## config.mk

```make
export PLATFORM = sky130hd
export DESIGN_NAME = memoria_bytes
export DESIGN_NICKNAME = d
export VERILOG_FILES = /design/src/rtl/memoria_bytes_pkg.sv /design/src/rtl/memoria_addr_check.sv /design/src/rtl/memoria_bytes.sv
export SDC_FILE = /design/constraint.sdc
export NUM_CORES = 2
export LEC_CHECK = 0
export ABC_CLOCK_PERIOD_IN_PS = 3500
export CORE_AREA = 2 2 411 413
export DETAILED_ROUTE_END_ITERATION = 10
export DIE_AREA = 0 0 413 415
export GPL_ROUTABILITY_DRIVEN = 0
export PLACE_DENSITY = 0.71
export SYNTH_ARGS = -nofsm -noshare
export SYNTH_HDL_FRONTEND = slang
export SYNTH_SLANG_ARGS = --single-unit
```

## constraint.sdc

```tcl
create_clock -name clk -period 3.5 [get_ports clk]
set_clock_uncertainty 0.05 [all_clocks]
set_input_delay 0.7 -clock clk [delete_from_list [all_inputs] [get_ports clk]]
set_output_delay 0.7 -clock clk [all_outputs]
set_load 0.01 [all_outputs]
```

## src/rtl/memoria_bytes_pkg.sv

```systemverilog
// Shared types and constants for the memoria_bytes word memory.
// Latency: n/a (declarations only).
// Backpressure: n/a (declarations only).
//
// Contents: FSM state encoding, default base address, lane-count helper.
package memoria_bytes_pkg;

  typedef enum logic [1:0] {
    IDLE = 2'd0,
    WAIT = 2'd1,
    RESP = 2'd2
  } state_t;

  // Byte address of word 0 in the MIPS user text/data segment.
  localparam logic [31:0] MEM_BASE_ADDR_DEFAULT = 32'h0040_0000;

  // Number of byte lanes in a word of the given width.
  function automatic int lane_count(input int data_w);
    return data_w / 8;
  endfunction

endpackage

```

## src/rtl/memoria_addr_check.sv

```systemverilog
// Address decode: byte address to word index plus access-error flag.
// Latency: combinational, zero cycles.
// Backpressure: none; evaluated on whatever address/op is presented.
//
// Ports:
//   dir            byte address of the request
//   mem_rd/mem_wd  requested operation (both high is an error)
//   idx            word index into the array (valid only when err = 0)
//   err            below base, beyond DEPTH, misaligned, or dual-op
module memoria_addr_check
  import memoria_bytes_pkg::*;
#(
  parameter int          DATA_W    = 32,
  parameter int          DEPTH     = 64,
  parameter logic [31:0] BASE_ADDR = MEM_BASE_ADDR_DEFAULT,
  parameter int          AW        = 6
) (
  input  logic [31:0]   dir,
  input  logic          mem_rd,
  input  logic          mem_wd,
  output logic [AW-1:0] idx,
  output logic          err
);

  localparam int          SHIFT      = $clog2(lane_count(DATA_W));
  localparam logic [31:0] ALIGN_MASK = 32'((64'd1 << SHIFT) - 64'd1);

  logic [31:0] offset;
  logic [31:0] word_idx;
  logic        below;
  logic        out_of_range;
  logic        misaligned;
  logic        dual_op;

  always_comb begin
    offset       = dir - BASE_ADDR;
    word_idx     = offset >> SHIFT;
    // The subtraction wraps for addresses under the base, so that case is
    // flagged on its own rather than relying on the range compare.
    below        = (dir < BASE_ADDR);
    out_of_range = (word_idx >= 32'(DEPTH));
    misaligned   = ((dir & ALIGN_MASK) != 32'd0);
    dual_op      = mem_rd & mem_wd;
    err          = below | out_of_range | misaligned | dual_op;
    idx          = word_idx[AW-1:0];
  end

endmodule

```

## src/rtl/memoria_bytes.sv

```systemverilog
// Word-organised data/instruction memory with registered read and error reporting.
// Latency: accept at edge k, resp_valid in the cycle after edge k+LAT.
// Backpressure: ready low while busy; requests seen with ready=0 are ignored.
//
// Ports:
//   clk, rst          rising-edge clock, synchronous active-high reset
//   dir               byte address, sampled on accept
//   data_input        write data, sampled on accept
//   byte_en           write lane enables, sampled on accept
//   mem_rd / mem_wd   read / write request
//   ready             request can be accepted this cycle
//   resp_valid        one-cycle response pulse
//   resp_err          with resp_valid: access rejected, no array change
//   data_output       read data (0 on error), holds between responses
// Build option: MEMORIA_BYTE_WRITE_EN enables per-lane writes via byte_en;
// without it every write replaces the full word.
module memoria_bytes
  import memoria_bytes_pkg::*;
#(
  parameter int          DATA_W    = 32,
  parameter int          DEPTH     = 64,
  parameter logic [31:0] BASE_ADDR = MEM_BASE_ADDR_DEFAULT,
  parameter int          LAT       = 1
) (
  input  logic                          clk,
  input  logic                          rst,
  input  logic [31:0]                   dir,
  input  logic [DATA_W-1:0]             data_input,
  input  logic [lane_count(DATA_W)-1:0] byte_en,
  input  logic                          mem_rd,
  input  logic                          mem_wd,
  output logic                          ready,
  output logic                          resp_valid,
  output logic                          resp_err,
  output logic [DATA_W-1:0]             data_output
);

  localparam int LANES = lane_count(DATA_W);
  localparam int AW    = (DEPTH > 1) ? $clog2(DEPTH) : 1;
  localparam int CW    = (LAT > 1) ? $clog2(LAT) : 1;

  state_t            state;
  state_t            state_nxt;
  logic [CW-1:0]     cnt;
  logic [AW-1:0]     idx_q;
  logic [DATA_W-1:0] wdata_q;
  logic              wr_q;
  logic              err_q;
  logic [LANES-1:0]  lane_we;
  logic [AW-1:0]     chk_idx;
  logic              chk_err;
  logic              accept;
  logic              finish;

  // Zero at time 0; reset deliberately leaves contents untouched.
  logic [DATA_W-1:0] mem [DEPTH] = '{default: '0};

  memoria_addr_check #(
    .DATA_W    (DATA_W),
    .DEPTH     (DEPTH),
    .BASE_ADDR (BASE_ADDR),
    .AW        (AW)
  ) u_addr_check (
    .dir    (dir),
    .mem_rd (mem_rd),
    .mem_wd (mem_wd),
    .idx    (chk_idx),
    .err    (chk_err)
  );

`ifdef MEMORIA_BYTE_WRITE_EN
  logic [LANES-1:0] be_q;

  always_ff @(posedge clk) begin
    if (rst) begin
      be_q <= '0;
    end else if (accept) begin
      be_q <= byte_en;
    end
  end

  assign lane_we = be_q;
`else
  logic unused_byte_en;

  assign unused_byte_en = ^byte_en;
  assign lane_we        = '1;
`endif

  always_ff @(posedge clk) begin
    if (rst) begin
      state <= IDLE;
    end else begin
      state <= state_nxt;
    end
  end

  always_comb begin
    state_nxt  = state;
    ready      = 1'b0;
    resp_valid = 1'b0;
    resp_err   = 1'b0;
    accept     = 1'b0;
    finish     = 1'b0;
    case (state)
      IDLE: begin
        ready = 1'b1;
        if (mem_rd | mem_wd) begin
          accept    = 1'b1;
          state_nxt = WAIT;
        end
      end
      WAIT: begin
        // The access itself happens on the edge that leaves WAIT.
        if (cnt == '0) begin
          finish    = 1'b1;
          state_nxt = RESP;
        end
      end
      RESP: begin
        resp_valid = 1'b1;
        resp_err   = err_q;
        state_nxt  = IDLE;
      end
      default: state_nxt = IDLE;
    endcase
  end

  always_ff @(posedge clk) begin
    if (rst) begin
      cnt         <= '0;
      idx_q       <= '0;
      wdata_q     <= '0;
      wr_q        <= 1'b0;
      err_q       <= 1'b0;
      data_output <= '0;
    end else begin
      if (accept) begin
        cnt     <= CW'(LAT - 1);
        idx_q   <= chk_idx;
        wdata_q <= data_input;
        wr_q    <= mem_wd;
        err_q   <= chk_err;
      end else if (state == WAIT && cnt != '0) begin
        cnt <= cnt - 1'b1;
      end
      // Successful writes leave the last read value on data_output.
      if (finish) begin
        if (err_q) begin
          data_output <= '0;
        end else if (!wr_q) begin
          data_output <= mem[idx_q];
        end
      end
    end
  end

  // Gated by !rst so a reset landing on the write edge drops the write.
  always_ff @(posedge clk) begin
    if (!rst && finish && wr_q && !err_q) begin
      for (int l = 0; l < LANES; l++) begin
        if (lane_we[l]) begin
          mem[idx_q][8*l +: 8] <= wdata_q[8*l +: 8];
        end
      end
    end
  end

endmodule
```

==> Changelog: implementation <==
### Physical design

- Number of antenna violations at the first check in global routing: 5
- Share of cells above drive strength 1: 27.98%
- Yosys warning tally: 0
- Clk slew on worst S/H paths: 70 ps
- Ys cells: 3763
- Total grt overflow: 0
- Synth top area share: 75.65%
- Post-synthesis cell count: 3763
- Chip Area, Yosys: 0.08130 mm^2
- IO Port Bufs: 102
- HPWL Detailed: 125500 um
- Worst Setup Start Kind: flip-flop
- Cell Pwr Density: 569.0 mW/mm^2
- Crit path arrival time: 3810 ps
- Max Clk Rate: 317.9 MHz
- Place WS: 255.2 ps
- Net Count, Synth: 3835
- Final Instance Area: 0.09365 mm^2
- EDFF count, synth: 2048
- Antenna viol nets, final: 0
- Endpoints failing hold: 0
- # DRC: 0
- Hold/Removal Path Class: primary input to flip-flop
- Syn-to-layout area delta: 15.19%
- Slew Viols, Final: 0
- Die Span Y: 415 um
- Mapped Area: 0.08130 mm^2
- Vias in the first global route: 40.91k
- Clock buffer depth: 3
- Total clock sinks: 2129
- Peak supply drop: 0.4860 mV
- Hold Slack: 212.1 ps
- Most common cell in the netlist: edfxtp_1
- H-tree levels: 4
- Ys flops: 2129
- Tot Pwr: 53.29 mW
- Syn Area/Cell: 21.60 um^2
- Post-synth top area cell: edfxtp_1
- Worst Path Class, Setup: flip-flop to flip-flop
- I/O pin count: 107
- CP required: 4170 ps
- Cell Count, Final, Fillers Out: 6482
- Clk root buf: clkbuf_16
- Final Core Density: 56.19%
- Synth Seq Share: 77.64%
- # resized after CTS: 0
- Drt via density: 6.342
- Final Cycle Share: 89.89%
- Cell Rows: 150
- Stage-log warning count: 30
- Cell Type Count: 62
- Net count, final: 4184
- Hold_buf cts: 0
- Iteration-0 DRC Markers: 5775
- Global-route wire length before repair: 295000 um
- Die Area: 0.1714 mm^2
- Min setup slack post-route: 354.0 ps
- Pin count of the biggest net entering global routing: 66
- Cell Area, Placed: 0.08726 mm^2
- Worst-Margin Slew: 1356 ps
- CTS tree: yes
- RSZ-0062 raised after global routing: false
- Synth cell count leaders: edfxtp_1 (2048), mux4_2 (490), nand2_1 (204)
- Diodes inserted: 0
- Number of setup buffers added after CTS: 0
- Num CTS Buffers: 200
- Max-Cap Viols: 0
- CP endpoint kind: flip-flop
- Slew HR: 9.572%
- Fp_density: 48.78%
- Post-synth ARST share: 0%
- Final setup vio count: 0
- Die X: 413 um
- Top FF cell, synth: edfxtp_1
- Area of the core: 0.1667 mm^2
- Critical-path maximum fanout: 33
- Static Leak: 28.35 nW
- Final Critical Period: 3146 ps
- Status: finished clean
- Cell area leaders: edfxtp_1 (76%), mux4_2 (14%), dfxtp_1 (2.0%)
==> path summary, 6_finish.rpt <==
check	startpoint	endpoint	slack [ps]	cells after the start
setup reg to reg	flip-flop	data_output[15]$_SDFFE_PP0P_	350	9
hold reg to reg	data_output[27]$_SDFFE_PP0P_	data_output[27]$_SDFFE_PP0P_	440	2
setup / recovery	flip-flop	data_output[15]$_SDFFE_PP0P_	350	9
hold / removal	rst	state[1]$_SDFFE_PP0P_	210	3
==> layout by cell type, fill, tap and decap left out, types with 11 or more instances in the layout <==
| cell type | Yosys | layout |
|---|---|---|
| dfxtp_2 | 0 | 32 |
| nor4_1 | 15 | 15 |
| mux4_2 | 490 | 490 |
| o31ai_1 | 12 | 12 |
| a2111oi_0 | 17 | 15 |
| nor2b_1 | 20 | 18 |
| nand2_1 | 204 | 204 |
| a22oi_1 | 19 | 19 |
| buf_4 | 47 | 192 |
| clkdlybuf4s50_1 | 0 | 101 |
| clkbuf_1 | 73 | 50 |
| o22ai_1 | 27 | 27 |
| buf_12 | 0 | 70 |
| clkinv_1 | 1 | 37 |
| nor2_1 | 97 | 31 |
| o221ai_1 | 13 | 13 |
| dfxtp_1 | 81 | 44 |
| a22o_1 | 30 | 30 |
| mux2i_1 | 106 | 106 |
| nor2_4 | 0 | 64 |
| nor3_1 | 12 | 11 |
| o21ai_0 | 30 | 30 |
| clkinv_2 | 0 | 37 |
| clkbuf_16 | 0 | 203 |
| mux2_2 | 41 | 41 |
| a21oi_1 | 82 | 82 |
| a211oi_1 | 50 | 50 |
| edfxtp_1 | 2048 | 2048 |
| bufinv_16 | 0 | 16 |
| nand3_1 | 32 | 32 |
==> power by group <==
group          switching (mW)  internal [mW]
registers               0.597           28.2
logic                    1.85           1.41
clock network            9.29           11.9
==> registers in the layout (all words and copies together) (netlist names), named ones only <==
signal / flops
cnt: 1
data_output: 32
wr_q: 1
mem: 2048
wdata_q: 32
state: 2
idx_q: 6
err_q: 1
==> layout make-up <==
| cell class | instances | area [um^2] |
|---|---|---|
| timing repair buffer | 364 | 3859 |
| multi-input combinational | 1413 | 17450 |
| fill | 12087 | 73010 |
| tap | 2204 | 2758 |
| clock inverter | 112 | 1080 |
| sequential | 2129 | 63180 |
| clock buffer | 256 | 5309 |
| inverter | 4 | 15.01 |
==> layer usage <==
| layer | global-route usage, % | part of all wire [%] |
|---|---|---|
| met5 | 0 | 0.013 |
| met4 | 7.834 | 3.2 |
| met3 | 5.214 | 11 |
| met2 | 38.04 | 48 |
| met1 | 34.14 | 38 |
==> cell families (layout without fill, tap and decap cells) <==
| group | Yosys count | after routing | share of synthesized area (%) |
|---|---|---|---|
| muxes | 637 | 637 | 15.45 |
| and+or+nand+nor | 430 | 430 | 2.392 |
| AOI/OAI and AO/OA | 345 | 345 | 2.983 |
| xor gates and xnor gates | 1 | 1 | 0.01078 |
| buffers and inverters | 221 | 736 | 1.528 |
| DFF | 2129 | 2129 | 77.64 |
==> critical path, stage by stage (launching register included) <==
cell and delay, ps:
dfxtp_4 650, buf_12 290, buf_4 250, buf_12 250
mux4_2 340, nand2_1 90, a21oi_1 80, o311ai_0 720
buf_4 230, o21ai_0 60
pdn.png
Scale bar: 100 um. Pins as bars on the die edge.
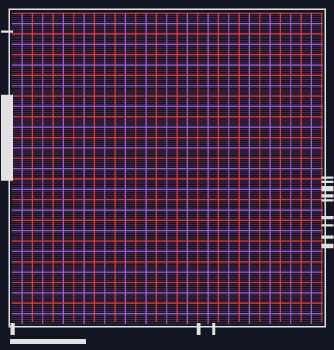
Key: red = VDD; purple = VSS
30 straps on met5. The core has 150 rows. 107 signal pins sit on the boundary.

cell_classes.png
Fill, decap, tap and diode cells in gray.
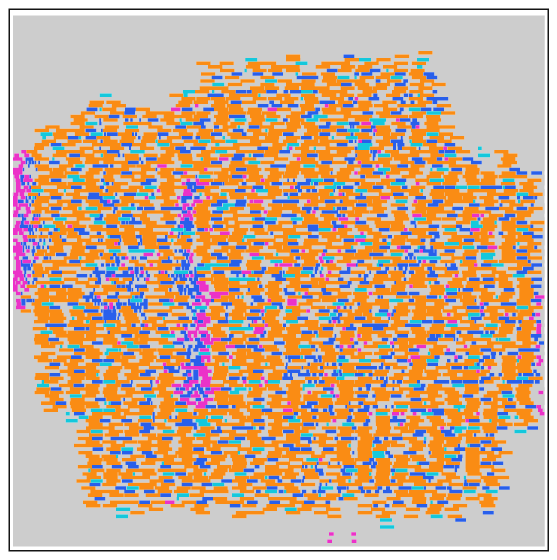
Key: cyan = clock drivers and dummy loads [cells 368, share of their area 7.0%]; magenta = other buffers and delay cells [cells 364, share of their area 4.2%]; orange = flops [cells 2129, share of their area 70%]; blue = all other logic [cells 1417, share of their area 19%]

clock_map.png
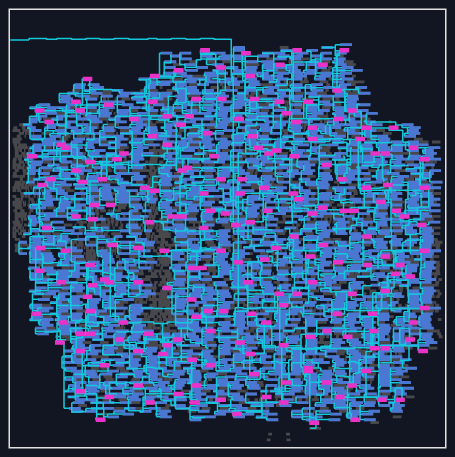
Key: magenta = cells driving clock nets [count 200]; blue = flip-flops [count 2129]; cyan = clock wires [length 22.1 mm]
Position of the flops: widely spread. There are 201 routed clock nets.
clock power share: 39.8%
clk_lat worst skew: 820 ps
P_clk: 21.2 mW

metal_stack.png
Scale bar: 100 um. Only two layers are drawn.
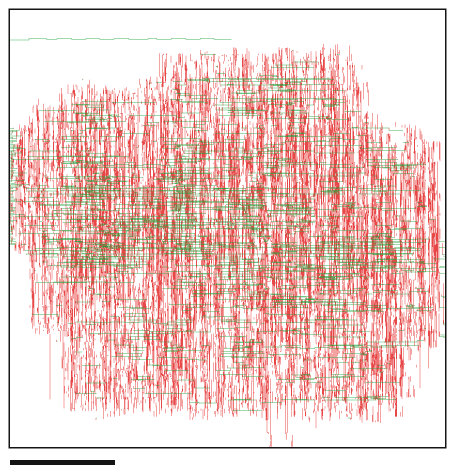
Key: red = met2 [wire length 99.2 mm]; green = met3 [wire length 23.0 mm]
final wirelength: 206900 um
vias after detailed routing: 41.11k
WL/cell: 31.91 um
Total Routing Usage GR: 24.24%

Power is estimated from default activity; no workload was simulated.
